## config.mk

```make
export PLATFORM = sky130hd
export DESIGN_NAME = data_mem_responder
export DESIGN_NICKNAME = d
export VERILOG_FILES = /design/src/rtl/data_mem_responder.sv
export SDC_FILE = /design/constraint.sdc
export NUM_CORES = 1
export LEC_CHECK = 0
export ABC_AREA = 1
export CAP_MARGIN = 20
export CELL_PAD_IN_SITES_DETAIL_PLACEMENT = 0
export CELL_PAD_IN_SITES_GLOBAL_PLACEMENT = 1
export CORE_UTILIZATION = 34
export CTS_BUF_LIST = sky130_fd_sc_hd__clkbuf_16
export CTS_CLUSTER_SIZE = 20
export DETAILED_ROUTE_END_ITERATION = 10
export PLACE_DENSITY = 0.95
export SETUP_SLACK_MARGIN = 0.5
export SLEW_MARGIN = 20
export SYNTH_ARGS = -nofsm -noshare
export SYNTH_HDL_FRONTEND = slang
export SYNTH_SLANG_ARGS = --single-unit
```

## constraint.sdc

```tcl
create_clock -name clk -period 3 [get_ports clk]
set_input_delay 0.6 -clock clk [delete_from_list [all_inputs] [get_ports clk]]
set_output_delay 0.6 -clock clk [all_outputs]
set_load 0.03 [all_outputs]
```

## src/rtl/data_mem_responder.sv

```systemverilog
// data_mem_responder
//   Bridges a CPU load/store request onto a 2048x32 synchronous RAM. Two address windows
//   are mapped: a 4 KiB global area at 0x10010000 (words 0..1023) and a 4 KiB stack area
//   at 0x7FFFF000 (words 1024..2047). Sub-word stores become read-modify-write sequences.
//   Every accepted request gets exactly one single-cycle response pulse.
//
// Ports
//   clk, rst_n           clock, synchronous active-low reset
//   req_valid/req_ready  request handshake (ready only while idle)
//   req_write            1 = store, 0 = load
//   req_size             00 byte, 01 half, 10 word, 11 illegal
//   req_signed           sign-extend loads
//   req_addr, req_wdata  byte address, right-justified store data
//   resp_valid           one-cycle completion pulse
//   resp_rdata           load result (0 on stores and errors), held until next response
//   resp_error           bad address, misalignment or illegal size
//   ram_addr/ram_we      RAM word index and write enable
//   ram_wdata/ram_rdata  RAM write word, RAM read word (one cycle after address)
module data_mem_responder (
  input  logic        clk,
  input  logic        rst_n,
  input  logic        req_valid,
  output logic        req_ready,
  input  logic        req_write,
  input  logic [1:0]  req_size,
  input  logic        req_signed,
  input  logic [31:0] req_addr,
  input  logic [31:0] req_wdata,
  output logic        resp_valid,
  output logic [31:0] resp_rdata,
  output logic        resp_error,
  output logic [10:0] ram_addr,
  output logic        ram_we,
  output logic [31:0] ram_wdata,
  input  logic [31:0] ram_rdata
);

  typedef enum logic [2:0] {StIdle, StRead, StData, StWrite, StResp} state_e;

  state_e      state_q;
  logic        write_q;
  logic [1:0]  size_q;
  logic        signed_q;
  logic [1:0]  addr_lo_q;
  logic [31:0] wdata_q;

  // Request decode, evaluated on the raw request inputs at acceptance.
  logic        addr_ok;
  logic        misaligned;
  logic        req_err;
  logic        word_store;
  logic [10:0] req_idx;

  always_comb begin
    addr_ok    = (req_addr[31:12] == 20'h10010) || (req_addr[31:12] == 20'h7FFFF);
    misaligned = ((req_size == 2'b01) && req_addr[0]) ||
                 ((req_size == 2'b10) && (req_addr[1:0] != 2'b00));
    req_err    = !addr_ok || (req_size == 2'b11) || misaligned;
    word_store = req_write && (req_size == 2'b10);
    // Bit 12 separates the windows: 0 in the global area, 1 in the stack area.
    req_idx    = req_addr[12:2];
  end

  // Lane handling on the word returned by the RAM.
  logic [4:0]  lane_sh;
  logic [31:0] lane_data;
  logic [31:0] load_val;
  logic [31:0] lane_mask;
  logic [31:0] merged;

  always_comb begin
    lane_sh   = {addr_lo_q, 3'b000};
    lane_data = ram_rdata >> lane_sh;
    unique case (size_q)
      2'b00:   load_val = {{24{signed_q & lane_data[7]}}, lane_data[7:0]};
      2'b01:   load_val = {{16{signed_q & lane_data[15]}}, lane_data[15:0]};
      default: load_val = ram_rdata;
    endcase
    lane_mask = ((size_q == 2'b00) ? 32'h0000_00FF : 32'h0000_FFFF) << lane_sh;
    merged    = (ram_rdata & ~lane_mask) | ((wdata_q << lane_sh) & lane_mask);
  end

  always_ff @(posedge clk) begin
    if (!rst_n) begin
      state_q    <= StIdle;
      write_q    <= 1'b0;
      size_q     <= 2'b00;
      signed_q   <= 1'b0;
      addr_lo_q  <= 2'b00;
      wdata_q    <= 32'h0;
      req_ready  <= 1'b1;
      resp_valid <= 1'b0;
      resp_rdata <= 32'h0;
      resp_error <= 1'b0;
      ram_addr   <= 11'h0;
      ram_we     <= 1'b0;
      ram_wdata  <= 32'h0;
    end else begin
      unique case (state_q)
        StIdle: begin
          if (req_valid && req_ready) begin
            write_q   <= req_write;
            size_q    <= req_size;
            signed_q  <= req_signed;
            addr_lo_q <= req_addr[1:0];
            wdata_q   <= req_wdata;
            req_ready <= 1'b0;
            if (req_err) begin
              state_q    <= StResp;
              resp_valid <= 1'b1;
              resp_error <= 1'b1;
              resp_rdata <= 32'h0;
            end else if (word_store) begin
              state_q   <= StWrite;
              ram_addr  <= req_idx;
              ram_we    <= 1'b1;
              ram_wdata <= req_wdata;
            end else begin
              // Loads and sub-word stores both need the current word first.
              state_q  <= StRead;
              ram_addr <= req_idx;
            end
          end
        end
        StRead: begin
          state_q <= StData;
        end
        StData: begin
          if (write_q) begin
            // ram_addr is still the target word, so the merge goes straight back.
            state_q   <= StWrite;
            ram_we    <= 1'b1;
            ram_wdata <= merged;
          end else begin
            state_q    <= StResp;
            ram_addr   <= 11'h0;
            resp_valid <= 1'b1;
            resp_error <= 1'b0;
            resp_rdata <= load_val;
          end
        end
        StWrite: begin
          state_q    <= StResp;
          ram_we     <= 1'b0;
          ram_addr   <= 11'h0;
          resp_valid <= 1'b1;
          resp_error <= 1'b0;
          resp_rdata <= 32'h0;
        end
        StResp: begin
          state_q    <= StIdle;
          resp_valid <= 1'b0;
          req_ready  <= 1'b1;
        end
        default: begin
          state_q    <= StIdle;
          resp_valid <= 1'b0;
          req_ready  <= 1'b1;
          ram_we     <= 1'b0;
          ram_addr   <= 11'h0;
        end
      endcase
    end
  end

endmodule

```

==> reports/qor.yml, run 1 <==
max_cap_viol_count: 0
topCellsByArea: "dfxtp_1, nand2_1, nor2_1, o21ai_0, a21oi_1"
path_class: "flop to flop"
route.met3.wl_mm: 1.60
io_buffers: 181
period_used_share: 0.719
synth_top_cell_by_count: "nand2_1"
rsz0062_at_grt: "false"
synth_cells: 992
cp.required_ps: 3260
hold_path.class: "flop to flop"
hold_ws_ps: 468
start_kind: "flop"
synth_area_per_cell_um2: 6.11
grt_use_total: 0.223
slew_headroom: 0.512
clock_path_buffers: 2
setup_viol_count_final: 0
min_period_ps: 2160
wl_met2_mm: 9.26
globalplace.congestion: 0.895
ys_chip_area_um2: 6070
place_hpwl_mm: 15.4
fin_worst_skew_ps: 8.54
fin_nets: 1243
dieArea_um2: 18400
cp_max_fo: 15
antenna_found_initial: 0
grt_max_degree: 66
ys_types: 26
cts_resized: 0
wl_per_cell_um: 14.6
drc_errors: 0
ant_nets: 0
synth-seq-cells: 112
viasPerCell: 4.91
seqPwrFrac: 0.395
postCtsSetupRepairBufs: 0
synth.top_cell.area_share: 0.370
num_vias: 6724
top_layer_used: "met4"
worst_slew_pin_slew_ps: 731
initialDrtViolationCount: 495
top_area_cell: "dfxtp_1"
ys.warnings.count: 0
drt-total-wl_mm: 20.1
synth_area_um2: 6070
fin_tns_setup_ps: 0
swShare: 0.322
p_comb_frac: 0.272
n_antenna_cell: 0
edf_count: 0
tool_warnings: 26
final_cells: 1370
common_cells: "nand2_1, nor2_1, dfxtp_1, o21ai_0, a21oi_1"
powerDensity_nw_per_um2: 503
wl_met1_mm: 8.91
r2r_slack_ps: 840
cp.arrival_ps: 2420
placeableCoreArea_um2: 17400
synth_stat.cells: 992
p_sw_w: 0.00136
grt_pass1_wl_mm: 31.6
fill_cells: 1824
die_x_um: 136
root_buffer: "clkbuf_16"
cts_tree: "done"
fp_util: 0.349
clock_latency_ps: 360
async_flop_share: 0
run_status: "finished clean"
path_clk_slew_ps: 80
slew_violations: 0
cp-end-kind: "flop"
die_h_um: 136
place_inst: 1354
flop_area_um2: 2240
rows: 48
hold_buffers: 0
fp_nets: 1095
drt_first_pass_iters: 7
syn2layout_area_growth_pct: 38.7
ys.flop_type: "dfxtp_1"
comb_area_um2: 3220
grt_overflow: 0
p_int_w: 0.00287
postSynthSeqShare: 0.370
cts_buffers: 9
ir_drop_mv: 0.316
cts-htree-levels: 3
hold_viol: 0
layout-drive-gt1-share: 0.0428
max_freq_mhz: 463
p_leak_nw: 3.39
grt_pass1_vias: 6034
cts.sinks: 112
clkPwrFrac: 0.333
ios: 182
-- run 1: power by group through the flow --
| stage | Sequential, W | Clock (W) | Combinational, W |
|---|---|---|---|
| floorplan | 0.00181 | 0 | 0.000567 |
| global placement | 0.00170 | 0 | 0.00114 |
| detailed placement | 0.00171 | 0 | 0.00114 |
| CTS | 0.00167 | 0.00143 | 0.00115 |
| global route | 0.00169 | 0.00149 | 0.00127 |
| finish | 0.00167 | 0.00141 | 0.00115 |
-- run 1: flip-flops by register name, summed over array words and instances (netlist names) --
signal	cells
ram_addr	11
resp_error	1
req_ready	1
addr_lo_q	2
write_q	1
ram_we	1
wdata_q	24
ram_wdata	32
state_q	3
size_q	2
signed_q	1
resp_rdata	32
resp_valid	1
-- run 1: placed cells by master, fill, tap and decap left out, drive strengths merged, types with 9 or more instances in the layout --
| master | instances |
|---|---|
| nor2 | 179 |
| nand4 | 10 |
| o211ai | 23 |
| inv | 81 |
| a21oi | 86 |
| clkbuf | 9 |
| o21ai | 101 |
| nand2 | 277 |
| clkdlybuf4s50 | 180 |
| nand3 | 42 |
| buf | 24 |
| dfxtp | 112 |
-- run 1: critical path, cell delays in order (launching register included) --
cell     delay [ps]
dfxtp_1         380
inv_1           200
nand2_1         390
inv_1           190
nand2_1         100
nand3_1         110
nand3_1          90
nand3_1         120
buf_4           230
a21oi_1         180
nor2_1           60
-- run 1: layout make-up --
| type | count | share of cell area |
|---|---|---|
| multi-input combinational | 732 | 0.383 |
| inverter | 81 | 0.0361 |
| tap | 225 | 0.0335 |
| clock buffer | 9 | 0.0268 |
| sequential | 112 | 0.267 |
| clock inverter | 7 | 0.0141 |
| timing repair buffer | 204 | 0.240 |
-- run 1: metal layers --
| layer | vias up | track usage |
|---|---|---|
| met5 | - | 0 |
| met4 | 0 | 0.0687 |
| met3 | 23 | 0.0550 |
| met2 | 234 | 0.358 |
| met1 | 2990 | 0.293 |
| li1 | 3477 | - |
-- run 1: path summary, 6_finish.rpt --
kind	from	endpoint	cells past startpoint
max	addr_lo_q[1]	resp_rdata[16]	10
max reg2reg	addr_lo_q[1]	resp_rdata[16]	10
min	resp_rdata[2]	resp_rdata[2]	2
min reg2reg	resp_rdata[2]	resp_rdata[2]	2
-- run 1: through the flow --
stage / setup slack (ps) / area [um2] / util / power (W)
after floorplan: 1230 / 6070 / - / 0.00238
after detailed placement: 530 / 8070 / 0.465 / 0.00285
final: 842 / 8410 / 0.485 / 0.00423
after global placement: 542 / 8070 / 0.465 / 0.00284
after global routing: 575 / 8410 / 0.485 / 0.00445
after CTS: 698 / 8410 / 0.485 / 0.00424
-- run 1: cell families after synthesis --
logic type      synth area share
flops                      0.370
compound gates             0.198
buf+inv                    0.103
simple gates               0.330
### Close-up of the layout, run 1

Bar = 5 um. Region (58, 85) to (78, 105) um. Cells in gray, sequential cells in the stronger gray; small squares are vias.
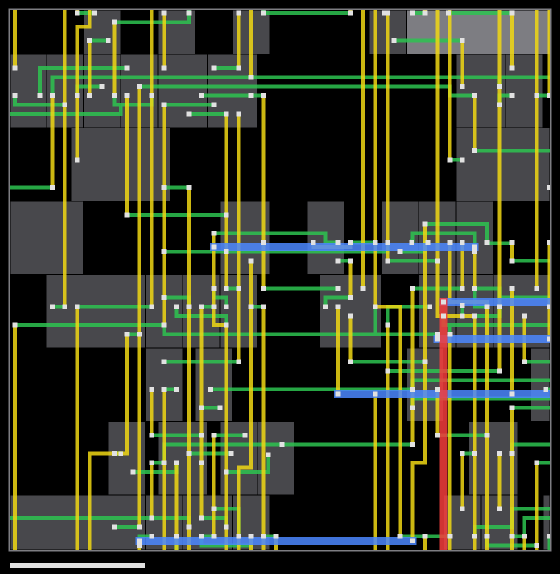
| color | layer |
|---|---|
| yellow | met2 |
| red | met4 |
| green | met1 |
| blue | met3 |
netlist names of flops here include: `resp_rdata` (1)
cells with their middle in the window: 43
most frequent: nand2_1 (14), inv_1 (8), nor2_1 (7)
sequential cells in the window: 1

### Routing congestion map, run 1

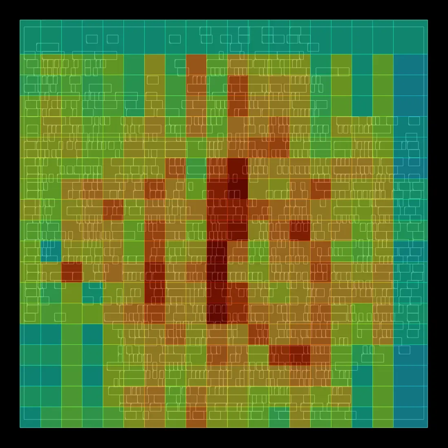
grt peak-use layer: met2
Layout Utilization: 0.485

### Where the registers sit, run 1

Bar = 50 um.
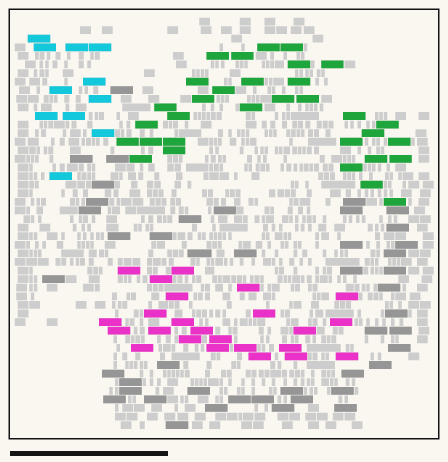
| color | signal | placed flops |
|---|---|---|
| cyan | `ram_addr` | 11 |
| magenta | `wdata_q` | 24 |
| green | `resp_rdata` | 32 |
not colored: 45

### Logic cells by family, run 1

Bar = 50 um.
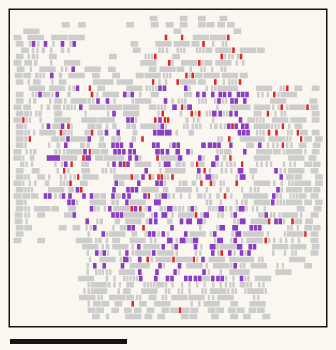

==> run 2: changes to the inputs <==
--- a/config.mk
+++ b/config.mk
@@ -9,11 +9,11 @@
 export CAP_MARGIN = 20
 export CELL_PAD_IN_SITES_DETAIL_PLACEMENT = 0
 export CELL_PAD_IN_SITES_GLOBAL_PLACEMENT = 1
-export CORE_UTILIZATION = 34
+export CORE_UTILIZATION = 29
 export CTS_BUF_LIST = sky130_fd_sc_hd__clkbuf_16
 export CTS_CLUSTER_SIZE = 20
 export DETAILED_ROUTE_END_ITERATION = 10
-export PLACE_DENSITY = 0.95
+export PLACE_DENSITY = 0.88
 export SETUP_SLACK_MARGIN = 0.5
 export SLEW_MARGIN = 20
 export SYNTH_ARGS = -nofsm -noshare
==> constraint.sdc (replaced) <==
create_clock -name clk -period 1.8 [get_ports clk]
set_input_delay 0.36 -clock clk [delete_from_list [all_inputs] [get_ports clk]]
set_output_delay 0.36 -clock clk [all_outputs]
set_load 0.03 [all_outputs]
### Logic cells by family, run 2

Bar = 50 um.
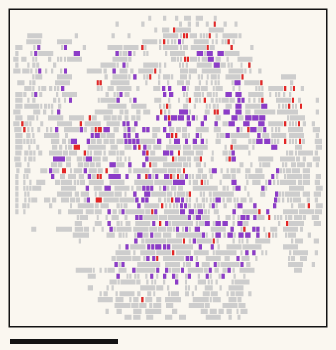
| color | family | cells | most used |
|---|---|---|---|
| purple | inverting AOI/OAI gates | 222 | o21ai_0 |
| red | inverters | 81 | inv_1 |

### Wiring by layer, run 2

Bar = 50 um.
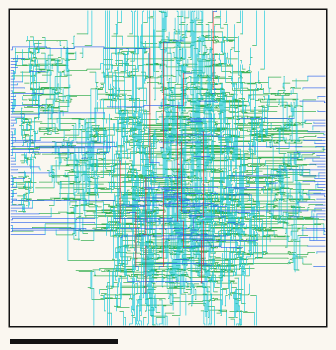
| color | layer | wire length |
|---|---|---|
| red | met4 | 468 um |
| blue | met3 | 1980 um |
| green | met1 | 10300 um |
| cyan | met2 | 11500 um |
routed length per instance: 16.0 um
WL final: 24.3 mm
GRT Total Usage: 0.220

### Routing congestion map, run 2

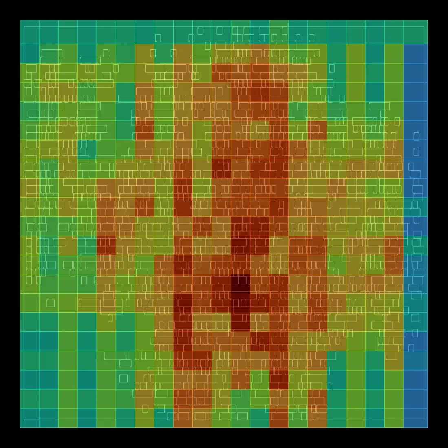
M2 GR Usage: 0.364
met1 usage: 0.276
Layout Utilization: 0.485
GR Util met3: 0.0572

==> run 2 against run 1 <==
Combinational power up 120%. Area after synthesis unchanged. Sequential share of layout area decreased by 3.7 points. Core utilization up 0.087 points. Fmax up 28%. Sequential cell count unchanged. Die size increased by 17%. Setup slack got worse by 720 ps. Critical path depth grew 3.
==> reports/qor.yml, run 2 <==
run_status: "finished clean"  # unchanged
placeableCoreArea_um2: 20400  # was 17400 um2
synth_cells: 992  # unchanged
setup_ws_ps: 117  # was 842 ps
grt_max_degree: 65  # was 66
crit_slowest_cell: "dfxtp_4"  # was nand2_1
drc_errors: 0  # unchanged
edf_count: 0  # unchanged
grt_pass1_vias: 7053  # was 6034
cp_num_buf_inv: 4  # was 3
cp_max_fo: 8  # was 15
synth_top_cell_by_count: "nand2_1"  # unchanged
async_flop_share: 0  # unchanged
ys_chip_area_um2: 6070  # unchanged
synth_stat.cells: 992  # unchanged
ir_drop_mv: 0.538  # was 0.316 mV
ys.warnings.count: 0  # unchanged
globalplace.congestion: 0.875  # was 0.895
p_leak_nw: 4.37  # was 3.39 nW
die_x_um: 147  # was 136 um
max_cap_viol_count: 0  # unchanged
grt_overflow: 0  # unchanged
postSynthSeqShare: 0.370  # unchanged
ant_nets: 0  # unchanged
fin_tns_setup_ps: 0  # unchanged
critPathMaxStageDelay_ps: 350  # was 390 ps
layout-drive-gt1-share: 0.298  # was 0.0428
lay_top_count: "nand2_1"  # unchanged
path_clk_slew_ps: 80  # about the same
final_cells: 1522  # was 1370
comb_area_um2: 3770  # was 3220 um2
path_class: "flop to flop"  # unchanged
clock_latency_ps: 370  # was 360 ps
top_layer_used: "met4"  # unchanged
clock_path_buffers: 2  # unchanged
cp.required_ps: 2070  # was 3260 ps
cts_tree: "done"  # unchanged
period_used_share: 0.935  # was 0.719
viasPerCell: 4.89  # was 4.91
lay_top_cells: "nand2_1, nor2_1, buf_4, dfxtp_1, o21ai_0"  # was nand2_1, clkdlybuf4s50_1, nor2_1
cp-end-kind: "flop"  # unchanged
topCellsByArea: "dfxtp_1, nand2_1, nor2_1, o21ai_0, a21oi_1"  # unchanged
num_vias: 7442  # was 6724
tool_warnings: 29  # was 26
synth-seq-cells: 112  # unchanged
common_cells: "nand2_1, nor2_1, dfxtp_1, o21ai_0, a21oi_1"  # unchanged
setup_viol_count_final: 0  # unchanged
place_area_um2: 8730  # was 8070 um2
initialDrtViolationCount: 527  # was 495
critPathTopFamily: "simple AND/OR/NAND/NOR gates"  # unchanged
cts.sinks: 112  # unchanged
dp_slack_ps: -415  # was 530 ps
ys_types: 26  # unchanged
io_buffers: 181  # unchanged
powerDensity_nw_per_um2: 755  # was 503 nW/um2
dieArea_um2: 21500  # was 18400 um2
hold_viol: 0  # unchanged
top_area_cell: "dfxtp_1"  # unchanged
synth.top_cell.area_share: 0.370  # unchanged
max_freq_mhz: 594  # was 463 MHz
fill_cells: 2062  # was 1824
cts-htree-levels: 3  # unchanged
rows: 52  # was 48
fin_area_um2: 9890  # was 8410 um2
root_buffer: "clkbuf_16"  # unchanged
antenna_found_initial: 2  # was 0
fp_util: 0.298  # was 0.349
min_period_ps: 1680  # was 2160 ps
hold_buffers: 0  # unchanged
syn2layout_area_growth_pct: 63.0  # was 38.7%
ios: 182  # unchanged
slew_violations: 0  # unchanged
cts_buffers: 9  # unchanged
synth_area_um2: 6070  # unchanged
fin_nets: 1349  # was 1243
drt_first_pass_iters: 5  # was 7
wl_met1_mm: 10.3  # was 8.91 mm
route.met3.wl_mm: 1.98  # was 1.60 mm
worst_slew_pin_slew_ps: 510  # was 731 ps
fp_nets: 1095  # unchanged
crit_chain: "nor2_4 -> inv_2 -> nor2_4 -> nand2_2 -> nand2_2 -> nor2_4 -> nand2_2 -> a21oi_4 -> buf_8 -> buf_12 -> buf_12 -> nor2_2 -> nor2_1"  # was inv_1 -> nand2_1 -> inv_1 -> nand2_1 -> nand3_1 -> nand3_1 -> nand3_1 -> buf_4 -> a21oi_1 -> nor2_1
die_h_um: 147  # was 136 um
slew_headroom: 0.659  # was 0.512
rsz0062_at_grt: "true"  # was false
place_hpwl_mm: 16.6  # was 15.4 mm
wl_met2_mm: 11.5  # was 9.26 mm
ys.flop_type: "dfxtp_1"  # unchanged
grt_pass1_wl_mm: 36.8  # was 31.6 mm
cp.arrival_ps: 1950  # was 2420 ps
start_kind: "flop"  # unchanged
flop_area_um2: 2270  # was 2240 um2
hold_path.class: "input port to flop"  # was flop to flop
fin_worst_skew_ps: 8.97  # was 8.54 ps
reg_top3: "ram_wdata: 32 flops, resp_rdata: 32 flops, wdata_q: 24 flops"  # unchanged
synth_area_per_cell_um2: 6.11  # unchanged
place_inst: 1450  # was 1354
-- run 2: cell types whose count changed in the layout (fill, tap and decap cells not counted), moves of 31 or more --
cell / before / now
buf_2: 1 / 63
nor2_4: 1 / 32
buf_4: 20 / 96
clkdlybuf4s50_1: 180 / 75
nor2_1: 176 / 121
-- run 2: worst paths after layout --
path	slack, ps	depth (start not counted)	start	endpoint
worst max-delay path	120	13	state_q[0]	ram_wdata[24]
worst min-delay path	450	5	rst_n	state_q[0]
worst max register to register	120	13	state_q[0]	ram_wdata[24]
worst min register to register	460	2	resp_rdata[2]	resp_rdata[2]
-- run 2: layout make-up --
cell class	instances	area share
antenna	1	0.000253
clock buffer	9	0.0228
clock inverter	7	0.00810
inverter	81	0.0323
multi-input combinational	733	0.382
sequential	112	0.230
tap	270	0.0342
timing repair buffer	309	0.291
-- run 2: cells by family (layout without fill, tap and decap cells) --
kind of cell,Yosys count,count (layout),synth area share
AOI/OAI and AO/OA,222,222,0.198
and+or+nand+nor,510,511,0.330
other,0,1,0
DFF,112,112,0.370
buffers and inverters,148,406,0.103
-- run 2: timing repair --
action                     CTS  global route
cloned                      12             5
setup buffers               22            16
gates resized              514           135
pin swaps                   32            27
setup endpoints to repair  190           152
-- run 2: per-layer routing --
| layer | up-vias | GRT usage |
|---|---|---|
| met5 | - | 0 |
| met4 | 0 | 0.0724 |
| met3 | 33 | 0.0572 |
| met2 | 273 | 0.364 |
| met1 | 3432 | 0.276 |
| li1 | 3704 | - |
-- run 2: metrics by stage --
| step | hold slack (ps) | util | total power (W) |
|---|---|---|---|
| floorplan | 440 | - | 0.00410 |
| global placement | 447 | 0.429 | 0.00499 |
| detailed placement | 451 | 0.429 | 0.00500 |
| CTS | 430 | 0.461 | 0.00724 |
| global route | 451 | 0.485 | 0.00780 |
| finish | 449 | 0.485 | 0.00746 |
-- run 2: report_power, final --
part           switching, W  total [W]  leakage, nW  internal (W)
clock               0.00104    0.00213        0.143       0.00110
combinational       0.00143    0.00252         3.30       0.00110
sequential         0.000134    0.00280        0.923       0.00267
total               0.00260    0.00746         4.37       0.00486
-- run 2: worst register-to-register path, stage by stage (launching register included) --
cell     delay, ps
dfxtp_4        350
nor2_4         150
inv_2           60
nor2_4         130
nand2_2         70
nand2_2         80
nor2_4          40
nand2_2         80
a21oi_4         50
buf_8          150
buf_12         150
buf_12         160
nor2_2          90
nor2_1          50
Power figures rest on the tool's default switching activity, not on a simulated workload.
